Design mem_port_arbiter, sky130hd; sources not shown.
met1.png
Scale bar: 100 um. Supply wires on this layer in gray.
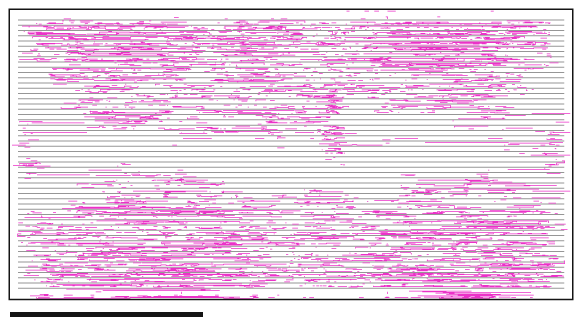
main direction	horizontal
share of all routed wire	38%
longest straight run	100 um
wire length on this layer	16,700 um
nets with wire on the layer	1,514
routed vias: 8,350
Routed WL: 43.6 mm
met1 Track Usage GR: 22.4%

zoom.png
Scale bar: 10 um. Window x 198 to 238, y 17 to 57 um. Cells in gray, sequential cells in the stronger gray; small squares are vias.
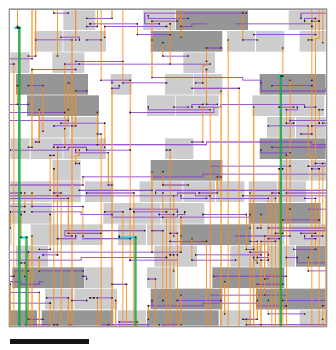
color	layer
cyan	met3
orange	met2
green	met4
purple	met1
cells with their middle in the window	71
most frequent	clkdlybuf4s50_1 (28), dfrtp_1 (15), mux2_2 (14)
sequential cells in the window	15

==> results.ini <==
[yosys]
ys_seq_elements=264
topCellsByArea=dfrtp_1, mux2_2, mux2_4, buf_6, mux2_1
avgSynthCellArea_um2=16.4
synth.distinct_cells=32

[clock_tree]
h-tree-depth=1
cts_tree=yes
cts_max_path_buffers=3
post_cts_resized=0
cts_setup_buffers=0
ctsHoldBuffers=0

[setup_path]
path_buffers=3
ff2ff_setup_slack_ps=22420
cp_slowest_cell=buf_4
critical_path_required_ps=26520
crit_cells=6
worstPathMaxFanout=58

[global_route]
grt_overflow_total=0
antenna_found_initial=4
grt.total_usage_pct=19.1
grt_max_degree=172
grt_pass1_vias=9144

[placed_design]
place.detailed.hpwl_mm=33.9
port_buffers=586
gp_congestion=0.867
place_area_mm2=0.0182

[drt]
detail-route-antenna-nets=0
routed_via_density=4.48
dr.pass1.iters=4

[floorplanning]
die_h_um=149
fp_util_pct=30.6
die_w_um=291
core_area_mm2=0.0392

[finish]
stdcell_count=1862
diodes=3
n_all_buffers=594
multiInputGateArea_mm2=0.00493
nClkBuffers=29
syn2layout_area_growth_pct=60.4
flops=264
n_fill_cell=3453
drive_above_1_share_pct=31.7
inv_count=7

[job]
warning_count=28
maxCapViolCount=0

[final_timing]
timing.fmax_mhz=121
slew_headroom_pct=30.9
min_period_ps=8240
hold_viol=0
period_used_pct=31.6

[pwr]
power.total_w=0.00217
power_density_mw_per_mm2=113

[outcome]
status=finished, final reports clean

[synthesized netlist by cell type, drive strengths merged]
cell type	count
a21bo	1
a21oi	1
a31oi	1
and3	1
and3b	1
buf	42
dfrtp	263
dfstp	1
ha	2
inv	7
mux2	384
mux2i	3
nand2b	2
nand3	1
nand3b	1
nor2	7
nor2b	1
nor3b	2
o211ai	1
o21ai	2
o221ai	1
o22ai	1
o311ai	1
o31ai	1
or3b	1
[layer usage]
metal / up-vias / part of all wire, % / wire length, um / global-route usage [%]
li1: 3783 / - / - / -
met1: 4356 / 38 / 16700 / 22.4
met2: 134 / 55 / 23800 / 35.4
met3: 77 / 3.7 / 1600 / 3.78
met4: 0 / 3.3 / 1450 / 6.28
met5: - / 0 / 0 / 0
[cell usage in the layout (no fill, tap or decap), types with 2 or more instances in the layout]
| cell type | instances |
|---|---|
| o21ai_0 | 2 |
| mux2_2 | 260 |
| mux2i_1 | 3 |
| buf_4 | 5 |
| clkinv_2 | 5 |
| clkinv_4 | 2 |
| clkinvlp_4 | 2 |
| clkbuf_8 | 2 |
| mux2_4 | 98 |
| ha_1 | 2 |
| inv_1 | 5 |
| diode_2 | 3 |
| nor2_1 | 6 |
| clkdlybuf4s50_1 | 586 |
| nand2b_1 | 2 |
| bufinv_16 | 8 |
| clkbuf_16 | 26 |
| mux2_1 | 26 |
| dfrtp_1 | 263 |
[logic make-up after synthesis]
| kind of cell | share of synthesized area (%) |
|---|---|
| buffers and inverters | 3.75 |
| and+or+nand+nor | 0.867 |
| adders and majority gates | 0.209 |
| AOI/OAI and AO/OA | 0.585 |
| muxes | 39.4 |
| DFF | 55.2 |
[power breakdown]
part           internal, W  switching [W]  total (W)
clock network     0.000269       0.000175   0.000444
registers         0.000619       0.000115   0.000734
logic             0.000647       0.000340   0.000987
total              0.00154       0.000630    0.00217
